--- config.mk ---
export PLATFORM = sky130hd
export DESIGN_NAME = reram_wb_cmd_sequencer_flat
export DESIGN_NICKNAME = d
export VERILOG_FILES = /design/src/rtl/reram_wb_cmd_sequencer_if.sv /design/src/rtl/reram_wb_cmd_sequencer.sv /design/src/flat_wrapper.sv
export SDC_FILE = /design/constraint.sdc
export NUM_CORES = 1
export LEC_CHECK = 0
export ABC_AREA = 0
export CAP_MARGIN = 20
export CORE_UTILIZATION = 60
export CTS_CLUSTER_DIAMETER = 60
export CTS_CLUSTER_SIZE = 10
export DETAILED_ROUTE_END_ITERATION = 8
export HOLD_SLACK_MARGIN = 0.06
export PLACE_DENSITY = 0.85
export SKIP_CTS_REPAIR_TIMING = 1
export SLEW_MARGIN = 20
export SYNTH_ARGS = -nofsm -noshare
export SYNTH_HDL_FRONTEND = slang
export SYNTH_SLANG_ARGS = --single-unit
--- constraint.sdc ---
create_clock -name wb_clk_i -period 5.4 [get_ports wb_clk_i]
set_clock_uncertainty 0.05 [all_clocks]
set_input_delay 1.08 -clock wb_clk_i [delete_from_list [all_inputs] [get_ports wb_clk_i]]
set_output_delay 1.08 -clock wb_clk_i [all_outputs]
set_load 0.01 [all_outputs]
--- src/rtl/reram_wb_cmd_sequencer_if.sv ---
// ---------------------------------------------------------------------------
// reram_wb_cmd_sequencer_if
// Bundles the host command channel, the response channel and the Wishbone
// master bus of reram_wb_cmd_sequencer.
//   cmd_*  : host -> sequencer command push (valid/ready)
//   rsp_*  : sequencer -> host completion pop (valid/ready)
//   wbm_*  : Wishbone classic master towards the ReRAM slave wrapper
// modport master : the sequencer side
// modport slave  : the environment side (host logic + downstream slave)
// ---------------------------------------------------------------------------
interface reram_wb_cmd_sequencer_if;
    logic        cmd_valid;
    logic        cmd_ready;
    logic        cmd_rd;
    logic [31:0] cmd_adr;
    logic [31:0] cmd_dat;
    logic [3:0]  cmd_sel;

    logic        rsp_valid;
    logic        rsp_ready;
    logic        rsp_rd;
    logic [31:0] rsp_dat;
    logic        rsp_err;

    logic        wbm_cyc_o;
    logic        wbm_stb_o;
    logic        wbm_we_o;
    logic [3:0]  wbm_sel_o;
    logic [31:0] wbm_adr_o;
    logic [31:0] wbm_dat_o;
    logic [31:0] wbm_dat_i;
    logic        wbm_ack_i;

    modport master (
        input  cmd_valid, cmd_rd, cmd_adr, cmd_dat, cmd_sel,
        output cmd_ready,
        output rsp_valid, rsp_rd, rsp_dat, rsp_err,
        input  rsp_ready,
        output wbm_cyc_o, wbm_stb_o, wbm_we_o, wbm_sel_o, wbm_adr_o, wbm_dat_o,
        input  wbm_dat_i, wbm_ack_i
    );

    modport slave (
        output cmd_valid, cmd_rd, cmd_adr, cmd_dat, cmd_sel,
        input  cmd_ready,
        input  rsp_valid, rsp_rd, rsp_dat, rsp_err,
        output rsp_ready,
        input  wbm_cyc_o, wbm_stb_o, wbm_we_o, wbm_sel_o, wbm_adr_o, wbm_dat_o,
        output wbm_dat_i, wbm_ack_i
    );
endinterface

--- src/rtl/reram_wb_cmd_sequencer.sv ---
// ---------------------------------------------------------------------------
// reram_wb_cmd_sequencer
// Wishbone master in front of the ReRAM slave wrapper. Commands queue in a
// command FIFO, are issued one at a time as single classic cycles with an
// ack timeout, and every completion returns in order through a response FIFO.
// Ports:
//   wb_clk_i   : clock
//   wb_rst_i   : synchronous active-high reset
//   bus        : command, response and Wishbone master signals (master modport)
//   busy       : FSM not idle or commands still queued
//   err_count  : saturating count of timed-out transactions
// ---------------------------------------------------------------------------
module reram_wb_cmd_sequencer #(
    parameter int CMD_DEPTH      = 4,
    parameter int RSP_DEPTH      = 4,
    parameter int TIMEOUT_CYCLES = 1024
) (
    input  logic                            wb_clk_i,
    input  logic                            wb_rst_i,
    reram_wb_cmd_sequencer_if.master        bus,
    output logic                            busy,
    output logic [15:0]                     err_count
);
    // state  | meaning
    // S_IDLE | waiting for a queued command and a free response slot
    // S_BUS  | cyc/stb asserted, waiting for ack or timeout
    // S_DONE | one cycle with stb low before the next command
    typedef enum logic [1:0] {S_IDLE, S_BUS, S_DONE} state_t;

    localparam int CAW = $clog2(CMD_DEPTH);
    localparam int RAW = $clog2(RSP_DEPTH);
    localparam int TW  = $clog2(TIMEOUT_CYCLES);
    localparam logic [CAW:0]  CMD_FULL = (CAW+1)'(CMD_DEPTH);
    localparam logic [RAW:0]  RSP_FULL = (RAW+1)'(RSP_DEPTH);
    localparam logic [TW-1:0] TMO_LAST = TW'(TIMEOUT_CYCLES - 1);

    state_t          r_state;
    logic [TW-1:0]   r_tmo;

    // command entry: {rd, adr, dat, sel}
    logic [68:0]     r_cmd_mem [CMD_DEPTH];
    logic [CAW-1:0]  r_cmd_wp;
    logic [CAW-1:0]  r_cmd_rp;
    logic [CAW:0]    r_cmd_cnt;

    // response entry: {rd, dat, err}
    logic [33:0]     r_rsp_mem [RSP_DEPTH];
    logic [RAW-1:0]  r_rsp_wp;
    logic [RAW-1:0]  r_rsp_rp;
    logic [RAW:0]    r_rsp_cnt;

    logic            w_cmd_push;
    logic            w_cmd_pop;
    logic            w_rsp_push;
    logic            w_rsp_pop;
    logic            w_rsp_valid;
    logic            w_rsp_free;
    logic            w_ack_hit;
    logic            w_tmo_hit;
    logic [68:0]     w_cmd_head;
    logic [33:0]     w_rsp_head;
    logic [33:0]     w_rsp_in;

    assign w_cmd_head  = r_cmd_mem[r_cmd_rp];
    assign w_rsp_head  = r_rsp_mem[r_rsp_rp];
    assign w_rsp_valid = (r_rsp_cnt != '0);
    assign w_rsp_pop   = w_rsp_valid && bus.rsp_ready;
    // a slot being popped this cycle counts as free
    assign w_rsp_free  = (r_rsp_cnt != RSP_FULL) || w_rsp_pop;

    assign bus.cmd_ready = !wb_rst_i && (r_cmd_cnt != CMD_FULL);
    assign w_cmd_push    = bus.cmd_valid && bus.cmd_ready;
    assign w_cmd_pop     = (r_state == S_IDLE) && (r_cmd_cnt != '0) && w_rsp_free;

    // ack takes priority over a timeout landing on the same cycle
    assign w_ack_hit  = (r_state == S_BUS) && bus.wbm_ack_i;
    assign w_tmo_hit  = (r_state == S_BUS) && !bus.wbm_ack_i && (r_tmo == TMO_LAST);
    assign w_rsp_push = w_ack_hit || w_tmo_hit;
    assign w_rsp_in   = {bus.wbm_we_o,
                         (w_ack_hit && bus.wbm_we_o) ? bus.wbm_dat_i : 32'h0,
                         w_tmo_hit};

    assign bus.rsp_valid = w_rsp_valid;
    assign bus.rsp_rd    = w_rsp_valid && w_rsp_head[33];
    assign bus.rsp_dat   = w_rsp_valid ? w_rsp_head[32:1] : 32'h0;
    assign bus.rsp_err   = w_rsp_valid && w_rsp_head[0];

    assign busy = (r_state != S_IDLE) || (r_cmd_cnt != '0);

    always_ff @(posedge wb_clk_i) begin
        if (w_cmd_push)
            r_cmd_mem[r_cmd_wp] <= {bus.cmd_rd, bus.cmd_adr, bus.cmd_dat, bus.cmd_sel};
        if (w_rsp_push)
            r_rsp_mem[r_rsp_wp] <= w_rsp_in;
    end

    always_ff @(posedge wb_clk_i) begin
        if (wb_rst_i) begin
            r_cmd_wp  <= '0;
            r_cmd_rp  <= '0;
            r_cmd_cnt <= '0;
            r_rsp_wp  <= '0;
            r_rsp_rp  <= '0;
            r_rsp_cnt <= '0;
        end else begin
            if (w_cmd_push) r_cmd_wp <= r_cmd_wp + 1'b1;
            if (w_cmd_pop)  r_cmd_rp <= r_cmd_rp + 1'b1;
            case ({w_cmd_push, w_cmd_pop})
                2'b10:   r_cmd_cnt <= r_cmd_cnt + 1'b1;
                2'b01:   r_cmd_cnt <= r_cmd_cnt - 1'b1;
                default: r_cmd_cnt <= r_cmd_cnt;
            endcase
            if (w_rsp_push) r_rsp_wp <= r_rsp_wp + 1'b1;
            if (w_rsp_pop)  r_rsp_rp <= r_rsp_rp + 1'b1;
            case ({w_rsp_push, w_rsp_pop})
                2'b10:   r_rsp_cnt <= r_rsp_cnt + 1'b1;
                2'b01:   r_rsp_cnt <= r_rsp_cnt - 1'b1;
                default: r_rsp_cnt <= r_rsp_cnt;
            endcase
        end
    end

    always_ff @(posedge wb_clk_i) begin
        if (wb_rst_i) begin
            r_state       <= S_IDLE;
            r_tmo         <= '0;
            bus.wbm_cyc_o <= 1'b0;
            bus.wbm_stb_o <= 1'b0;
            bus.wbm_we_o  <= 1'b0;
            bus.wbm_sel_o <= 4'h0;
            bus.wbm_adr_o <= 32'h0;
            bus.wbm_dat_o <= 32'h0;
            err_count     <= 16'h0;
        end else begin
            case (r_state)
                S_IDLE: begin
                    if (w_cmd_pop) begin
                        bus.wbm_cyc_o <= 1'b1;
                        bus.wbm_stb_o <= 1'b1;
                        // downstream we polarity: 1 = read
                        bus.wbm_we_o  <= w_cmd_head[68];
                        bus.wbm_adr_o <= w_cmd_head[67:36];
                        bus.wbm_dat_o <= w_cmd_head[68] ? 32'h0 : w_cmd_head[35:4];
                        bus.wbm_sel_o <= w_cmd_head[3:0];
                        r_tmo         <= '0;
                        r_state       <= S_BUS;
                    end
                end
                S_BUS: begin
                    if (w_rsp_push) begin
                        bus.wbm_cyc_o <= 1'b0;
                        bus.wbm_stb_o <= 1'b0;
                        r_state       <= S_DONE;
                        if (w_tmo_hit && (err_count != 16'hFFFF))
                            err_count <= err_count + 1'b1;
                    end else begin
                        r_tmo <= r_tmo + 1'b1;
                    end
                end
                S_DONE:  r_state <= S_IDLE;
                default: r_state <= S_IDLE;
            endcase
        end
    end
endmodule

--- src/flat_wrapper.sv ---
// flat-port wrapper written by rule: the top's interface ports become plain ports
module reram_wb_cmd_sequencer_flat 
#(
    parameter int CMD_DEPTH      = 4,
    parameter int RSP_DEPTH      = 4,
    parameter int TIMEOUT_CYCLES = 1024
)
  (wb_clk_i, wb_rst_i, busy, err_count, bus_cmd_valid, bus_cmd_rd, bus_cmd_adr, bus_cmd_dat, bus_cmd_sel, bus_cmd_ready, bus_rsp_valid, bus_rsp_rd, bus_rsp_dat, bus_rsp_err, bus_rsp_ready, bus_wbm_cyc_o, bus_wbm_stb_o, bus_wbm_we_o, bus_wbm_sel_o, bus_wbm_adr_o, bus_wbm_dat_o, bus_wbm_dat_i, bus_wbm_ack_i);
  reram_wb_cmd_sequencer_if bus_i ();
  input  logic wb_clk_i;
  input  logic wb_rst_i;
  output logic busy;
  output logic [15:0] err_count;
  input wire logic [$bits(bus_i.cmd_valid)-1:0] bus_cmd_valid;
  input wire logic [$bits(bus_i.cmd_rd)-1:0] bus_cmd_rd;
  input wire logic [$bits(bus_i.cmd_adr)-1:0] bus_cmd_adr;
  input wire logic [$bits(bus_i.cmd_dat)-1:0] bus_cmd_dat;
  input wire logic [$bits(bus_i.cmd_sel)-1:0] bus_cmd_sel;
  output wire logic [$bits(bus_i.cmd_ready)-1:0] bus_cmd_ready;
  output wire logic [$bits(bus_i.rsp_valid)-1:0] bus_rsp_valid;
  output wire logic [$bits(bus_i.rsp_rd)-1:0] bus_rsp_rd;
  output wire logic [$bits(bus_i.rsp_dat)-1:0] bus_rsp_dat;
  output wire logic [$bits(bus_i.rsp_err)-1:0] bus_rsp_err;
  input wire logic [$bits(bus_i.rsp_ready)-1:0] bus_rsp_ready;
  output wire logic [$bits(bus_i.wbm_cyc_o)-1:0] bus_wbm_cyc_o;
  output wire logic [$bits(bus_i.wbm_stb_o)-1:0] bus_wbm_stb_o;
  output wire logic [$bits(bus_i.wbm_we_o)-1:0] bus_wbm_we_o;
  output wire logic [$bits(bus_i.wbm_sel_o)-1:0] bus_wbm_sel_o;
  output wire logic [$bits(bus_i.wbm_adr_o)-1:0] bus_wbm_adr_o;
  output wire logic [$bits(bus_i.wbm_dat_o)-1:0] bus_wbm_dat_o;
  input wire logic [$bits(bus_i.wbm_dat_i)-1:0] bus_wbm_dat_i;
  input wire logic [$bits(bus_i.wbm_ack_i)-1:0] bus_wbm_ack_i;
  assign bus_i.cmd_valid = bus_cmd_valid;
  assign bus_i.cmd_rd = bus_cmd_rd;
  assign bus_i.cmd_adr = bus_cmd_adr;
  assign bus_i.cmd_dat = bus_cmd_dat;
  assign bus_i.cmd_sel = bus_cmd_sel;
  assign bus_cmd_ready = bus_i.cmd_ready;
  assign bus_rsp_valid = bus_i.rsp_valid;
  assign bus_rsp_rd = bus_i.rsp_rd;
  assign bus_rsp_dat = bus_i.rsp_dat;
  assign bus_rsp_err = bus_i.rsp_err;
  assign bus_i.rsp_ready = bus_rsp_ready;
  assign bus_wbm_cyc_o = bus_i.wbm_cyc_o;
  assign bus_wbm_stb_o = bus_i.wbm_stb_o;
  assign bus_wbm_we_o = bus_i.wbm_we_o;
  assign bus_wbm_sel_o = bus_i.wbm_sel_o;
  assign bus_wbm_adr_o = bus_i.wbm_adr_o;
  assign bus_wbm_dat_o = bus_i.wbm_dat_o;
  assign bus_i.wbm_dat_i = bus_wbm_dat_i;
  assign bus_i.wbm_ack_i = bus_wbm_ack_i;
  reram_wb_cmd_sequencer #(.CMD_DEPTH(CMD_DEPTH), .RSP_DEPTH(RSP_DEPTH), .TIMEOUT_CYCLES(TIMEOUT_CYCLES)) u_core (.wb_clk_i(wb_clk_i), .wb_rst_i(wb_rst_i), .bus(bus_i), .busy(busy), .err_count(err_count));
endmodule
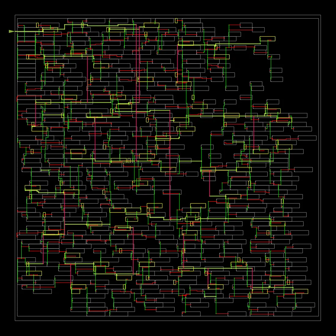
Figure 1: clock wiring as the flow saved it.
Latency at later pin: 600 ps
# clock sinks: 528
P_clk: 3.55 mW
CLK BUF: 105
CTS buffer count: 58

==> summary.txt <==
fresh numbers from the pnr run: outcome=completed, hold depth=2, Antenna Nets Post-Route=0, CP Launch Type=flop, Avg Synthesized Cell Area=17.5 µm², CP peak stage delay=740 ps, Worst slew margin=25.8%, top cell category=flip-flops and latches, registers=528, comb. cell area=4910 µm², CP max-delay cell=dfxtp_2, DR iter-0 viols=839, Largest regs=u_core.r_cmd_mem x276, u_core.r_rsp_mem x136, leakage=7.70 nW, Logic pwr share=21.0%, die height=184 µm, combinational cell power=2.28 mW, achievable frequency=0.242 GHz, min Tclk post-route=4130 ps, Yosys Instances=1140, Sw Ratio=27.2%, Gate Count Post-Synth=1140, drt pass-1 iters=6, Simple-Gate Area Share=7.41%, Most Crowded Layer GR=met2, number of global-route vias before repair=11400, Core Util at FP=61.1%, diode count=2, Via Count=10900, Yosys Chip Area=19900 µm², Nets=1495, internal power=7.93 mW, synth cell count leaders=edfxtp_1 (412), dfxtp_1 (116), mux4_2 (103), pins over their slew limit=0, Row Count=66, reg2reg setup slack=2660 ps, crit end category=output pin, Routed WL=40.8 mm, worst hold path type=reg2reg, Synth Seq Share=73.7%, share of total power in the clock network=32.6%, Cell Pwr Density=448 nW/µm², Dominant flop cell=edfxtp_1, cells on worst reg2reg path=4, H-tree depth=2, layout overhead on the synthesized area=21.9%, DR DRC count=0, RSZ-0062 raised after global routing=false, Fin. Hold Viols=0, Syn Std Cell Area=19900 µm², Routed met1 length=15.9 mm, Logic inverters=15, syn nets=1260, met3 GRT Util=5.77%, worst hold endpoint=u_core.bus.wbm_adr_o[2]$_SDFFE_PP0P_, Synth Area in XOR/XNOR=1.01%, Non-Clock Buffer Area Fraction=9.80%, Tap Count=442, CTS tree=yes, Met2 Wirelength=20.6 mm, Least-Margin Pin Slew=1110 ps, Root Driver=clkbuf_16, most frequent cell after synthesis=edfxtp_1, Port Buf Inserts=229, Crit path depth=4, post-DP HPWL=22.7 mm, Largest Register=u_core.r_cmd_mem, Worst Path Required=4270 ps, Total Neg Setup Slack=0 ps, ys flops=528, cell area after layout=24300 µm², Final Core Density=74.6%, GRT Util Overall=24.4%, Tot Pwr=10.9 mW, fraction of area in registers=60.5%
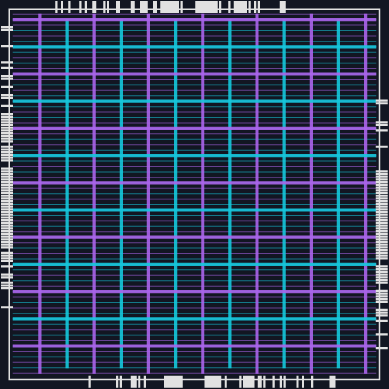
Figure 2: power grid.
Scale: 2 px per µm. Pins as bars on the die edge.
color	net
purple	VSS
cyan	VDD
met4 straps	13
signal pins	230
met5 straps	13

Power is estimated from default activity; no workload was simulated.
